### Cell density map

7 x 7 tiles, from white (low) to dark blue (high), 0 to 100% covered.
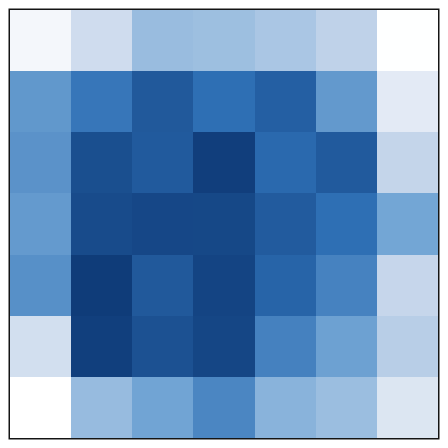
### Register map, names as in the netlist

Other sequential cells in the stronger gray, the rest of the logic in the fainter gray.
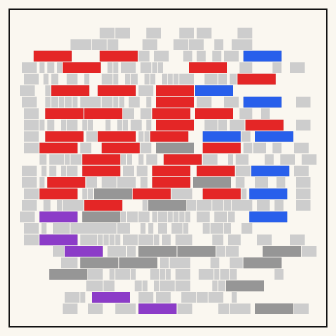
**src/rtl/regfile_debug_dumper_pkg.sv**
```systemverilog
// Shared definitions for the register file debug dumper.
// Holds the FSM state encoding and the default frame header byte.
package regfile_debug_dumper_pkg;

  typedef enum logic [2:0] {
    ST_IDLE      = 3'd0,
    ST_SYNC      = 3'd1,
    ST_STROBE_HI = 3'd2,
    ST_STROBE_LO = 3'd3,
    ST_CAPTURE   = 3'd4,
    ST_SEND      = 3'd5,
    ST_DONE      = 3'd6
  } state_t;

  localparam logic [7:0] DEFAULT_SYNC_BYTE = 8'hA5;

endpackage

```
**src/rtl/regfile_debug_dumper.sv**
```systemverilog
// Walks the register file debug read port from FIRST_ADDR to LAST_ADDR and
// streams the contents as bytes: one sync byte, then 4 bytes per register,
// MSB first, over a valid/ready interface.
//
// Ports:
//   clock, reset      system clock, asynchronous active-high reset
//   start             dump request, only looked at while idle
//   busy, done        dump in progress / one-cycle completion pulse
//   dbg_addr, dbg_clk register file debug read address and read clock
//   dbg_data          register file debug read data
//   tx_data, tx_valid, tx_ready  byte stream to the sink (e.g. a UART)
//
// state     | meaning
// ----------+------------------------------------------------------------
// IDLE      | waiting for start
// SYNC      | presenting the sync byte
// STROBE_HI | dbg_addr driven, dbg_clk high
// STROBE_LO | dbg_clk low (falling edge reads the file), data settling
// CAPTURE   | register value held in the shift register
// SEND      | presenting the 4 bytes of the current register
// DONE      | done pulse, back to IDLE
module regfile_debug_dumper
  import regfile_debug_dumper_pkg::*;
#(
  parameter int unsigned FIRST_ADDR = 0,
  parameter int unsigned LAST_ADDR  = 31,
  parameter logic [7:0]  SYNC_BYTE  = DEFAULT_SYNC_BYTE
) (
  input  logic        clock,
  input  logic        reset,
  input  logic        start,
  output logic        busy,
  output logic        done,
  output logic [4:0]  dbg_addr,
  output logic        dbg_clk,
  input  logic [31:0] dbg_data,
  output logic [7:0]  tx_data,
  output logic        tx_valid,
  input  logic        tx_ready
);

  localparam logic [4:0] FIRST = 5'(FIRST_ADDR);
  localparam logic [4:0] LAST  = 5'(LAST_ADDR);

  state_t      state, state_next;
  logic [4:0]  addr, addr_next;
  logic [31:0] shift, shift_next;
  logic [1:0]  byte_cnt, byte_cnt_next;
  logic [7:0]  tx_data_next;
  logic [4:0]  dbg_addr_next;
  logic        xfer;

  assign xfer = tx_valid && tx_ready;

  always_ff @(posedge clock or posedge reset) begin
    if (reset) begin
      state    <= ST_IDLE;
      addr     <= '0;
      shift    <= '0;
      byte_cnt <= '0;
      busy     <= 1'b0;
      done     <= 1'b0;
      dbg_addr <= '0;
      dbg_clk  <= 1'b0;
      tx_data  <= '0;
      tx_valid <= 1'b0;
    end else begin
      state    <= state_next;
      addr     <= addr_next;
      shift    <= shift_next;
      byte_cnt <= byte_cnt_next;
      // Outputs are registered copies of what the next state wants, so
      // dbg_clk in particular comes straight from a flop and cannot glitch.
      busy     <= (state_next != ST_IDLE);
      done     <= (state_next == ST_DONE);
      dbg_addr <= dbg_addr_next;
      dbg_clk  <= (state_next == ST_STROBE_HI);
      tx_data  <= tx_data_next;
      tx_valid <= (state_next == ST_SYNC) || (state_next == ST_SEND);
    end
  end

  always_comb begin
    state_next    = state;
    addr_next     = addr;
    shift_next    = shift;
    byte_cnt_next = byte_cnt;
    case (state)
      ST_IDLE: begin
        if (start) begin
          addr_next  = FIRST;
          state_next = ST_SYNC;
        end
      end
      ST_SYNC: begin
        if (xfer) state_next = ST_STROBE_HI;
      end
      ST_STROBE_HI: state_next = ST_STROBE_LO;
      ST_STROBE_LO: begin
        // Read data is sampled on the edge that ends STROBE_LO, giving the
        // file a full clock period after the dbg_clk falling edge.
        shift_next    = dbg_data;
        byte_cnt_next = '0;
        state_next    = ST_CAPTURE;
      end
      ST_CAPTURE: state_next = ST_SEND;
      ST_SEND: begin
        if (xfer) begin
          shift_next    = {shift[23:0], 8'h00};
          byte_cnt_next = byte_cnt + 2'd1;
          if (byte_cnt == 2'd3) begin
            // Compare before incrementing so LAST = 31 never wraps.
            if (addr == LAST) begin
              state_next = ST_DONE;
            end else begin
              addr_next  = addr + 5'd1;
              state_next = ST_STROBE_HI;
            end
          end
        end
      end
      ST_DONE: state_next = ST_IDLE;
      default: state_next = ST_IDLE;
    endcase
  end

  always_comb begin
    tx_data_next  = tx_data;
    dbg_addr_next = dbg_addr;
    if (state_next == ST_SYNC) begin
      tx_data_next = SYNC_BYTE;
    end else if (state_next == ST_SEND) begin
      tx_data_next = shift_next[31:24];
    end
    if (state_next == ST_STROBE_HI) begin
      dbg_addr_next = addr_next;
    end
  end

endmodule
```
**config.mk**
```make
export PLATFORM = sky130hd
export DESIGN_NAME = regfile_debug_dumper
export DESIGN_NICKNAME = d
export VERILOG_FILES = /design/src/rtl/regfile_debug_dumper_pkg.sv /design/src/rtl/regfile_debug_dumper.sv
export SDC_FILE = /design/constraint.sdc
export NUM_CORES = 1
export LEC_CHECK = 0
export CORE_MARGIN = 2
export CORE_UTILIZATION = 51
export DETAILED_ROUTE_END_ITERATION = 8
export MAX_ROUTING_LAYER = met4
export PLACE_DENSITY = 0.86
export RECOVER_POWER = 50
export SLEW_MARGIN = 25
export SYNTH_ARGS = -nofsm -noshare
export SYNTH_HDL_FRONTEND = slang
export SYNTH_SLANG_ARGS = --single-unit
export TNS_END_PERCENT = 30
```
**constraint.sdc**
```tcl
create_clock -name clock -period 2.2 [get_ports clock]
set_input_delay 0.44 -clock clock [delete_from_list [all_inputs] [get_ports clock]]
set_output_delay 0.44 -clock clock [all_outputs]
set_load 0.005 [all_outputs]
```
==> GITHUB_STEP_SUMMARY <==
### Yosys + OpenROAD results

| Metric | Value |
|---|---|
| Final ANT Viol Nets | 0 |
| Area of the core | between 4000 and 5000 sq um |
| Tot GR Track Use | about a quarter |
| Worst min path class | flop to flop |
| Hold_sp | shift[11] |
| Synth Area in Compound Gates | between 10% and 20% |
| OpenROAD warnings | 26 |
| Outcome | finished clean |
| Max clock buf depth | 2 |
| WP buf/inv | 0 |
| CP Cell Sequence | ha_1 > nand2b_1 > a211o_1 > and2_1 > a31o_2 |
| Post-Place Setup Slack | -0.0388 ns |
| Cell Area, Placed | 3170 sq um |
| Post-synth top area cell | dfrtp_1 |
| PnR worst setup slack | 0.287 ns |
| Setup_tns | 0 ns |
| Reg with most FFs | shift |
| M2 GR Usage | between 30% and 40% |
| Reg2Reg Depth | 5 |
| Netlist cell types | 38 |
| Clk latency late pin | 0.34 ns |
| Peak Freq | between 0.5 and 0.6 GHz |
| DIE WIDTH | between 70 and 80 um |
| Met3 wire len | 302 um |
| CP delay by family, top | AND-OR/OR-AND gates |
| Syn Nets | 278 |
| Sequential cell area share | between 40% and 50% |
| Clock Skews | a little under 0.007 ns |
| CTS Hold Buffers Added | 0 |
| Die area | 5600 sq um |
| Worst Hold Endpoint | shift[11] |
| Leakage | approximately 1.6 nW |
| Max FFs per register | 32 |
| Filler cell count | roughly 370 |
| Sequential power | about 1.7 mW |
Back to the opening pictures, 'Cell density map':
tiles over 75% full	37%
emptiest ninth of the die	north-east
nearly empty tiles	4.1%
densest ninth of the die	center
fullest tile	95%
mean over tiles	58%

Back to the opening pictures, 'Register map, names as in the netlist':
name in the netlist	color	flops
shift	red	32
tx_data	blue	8
dbg_addr	purple	5
not colored	14

No activity file was given, so power comes from the tool's default toggle rates.
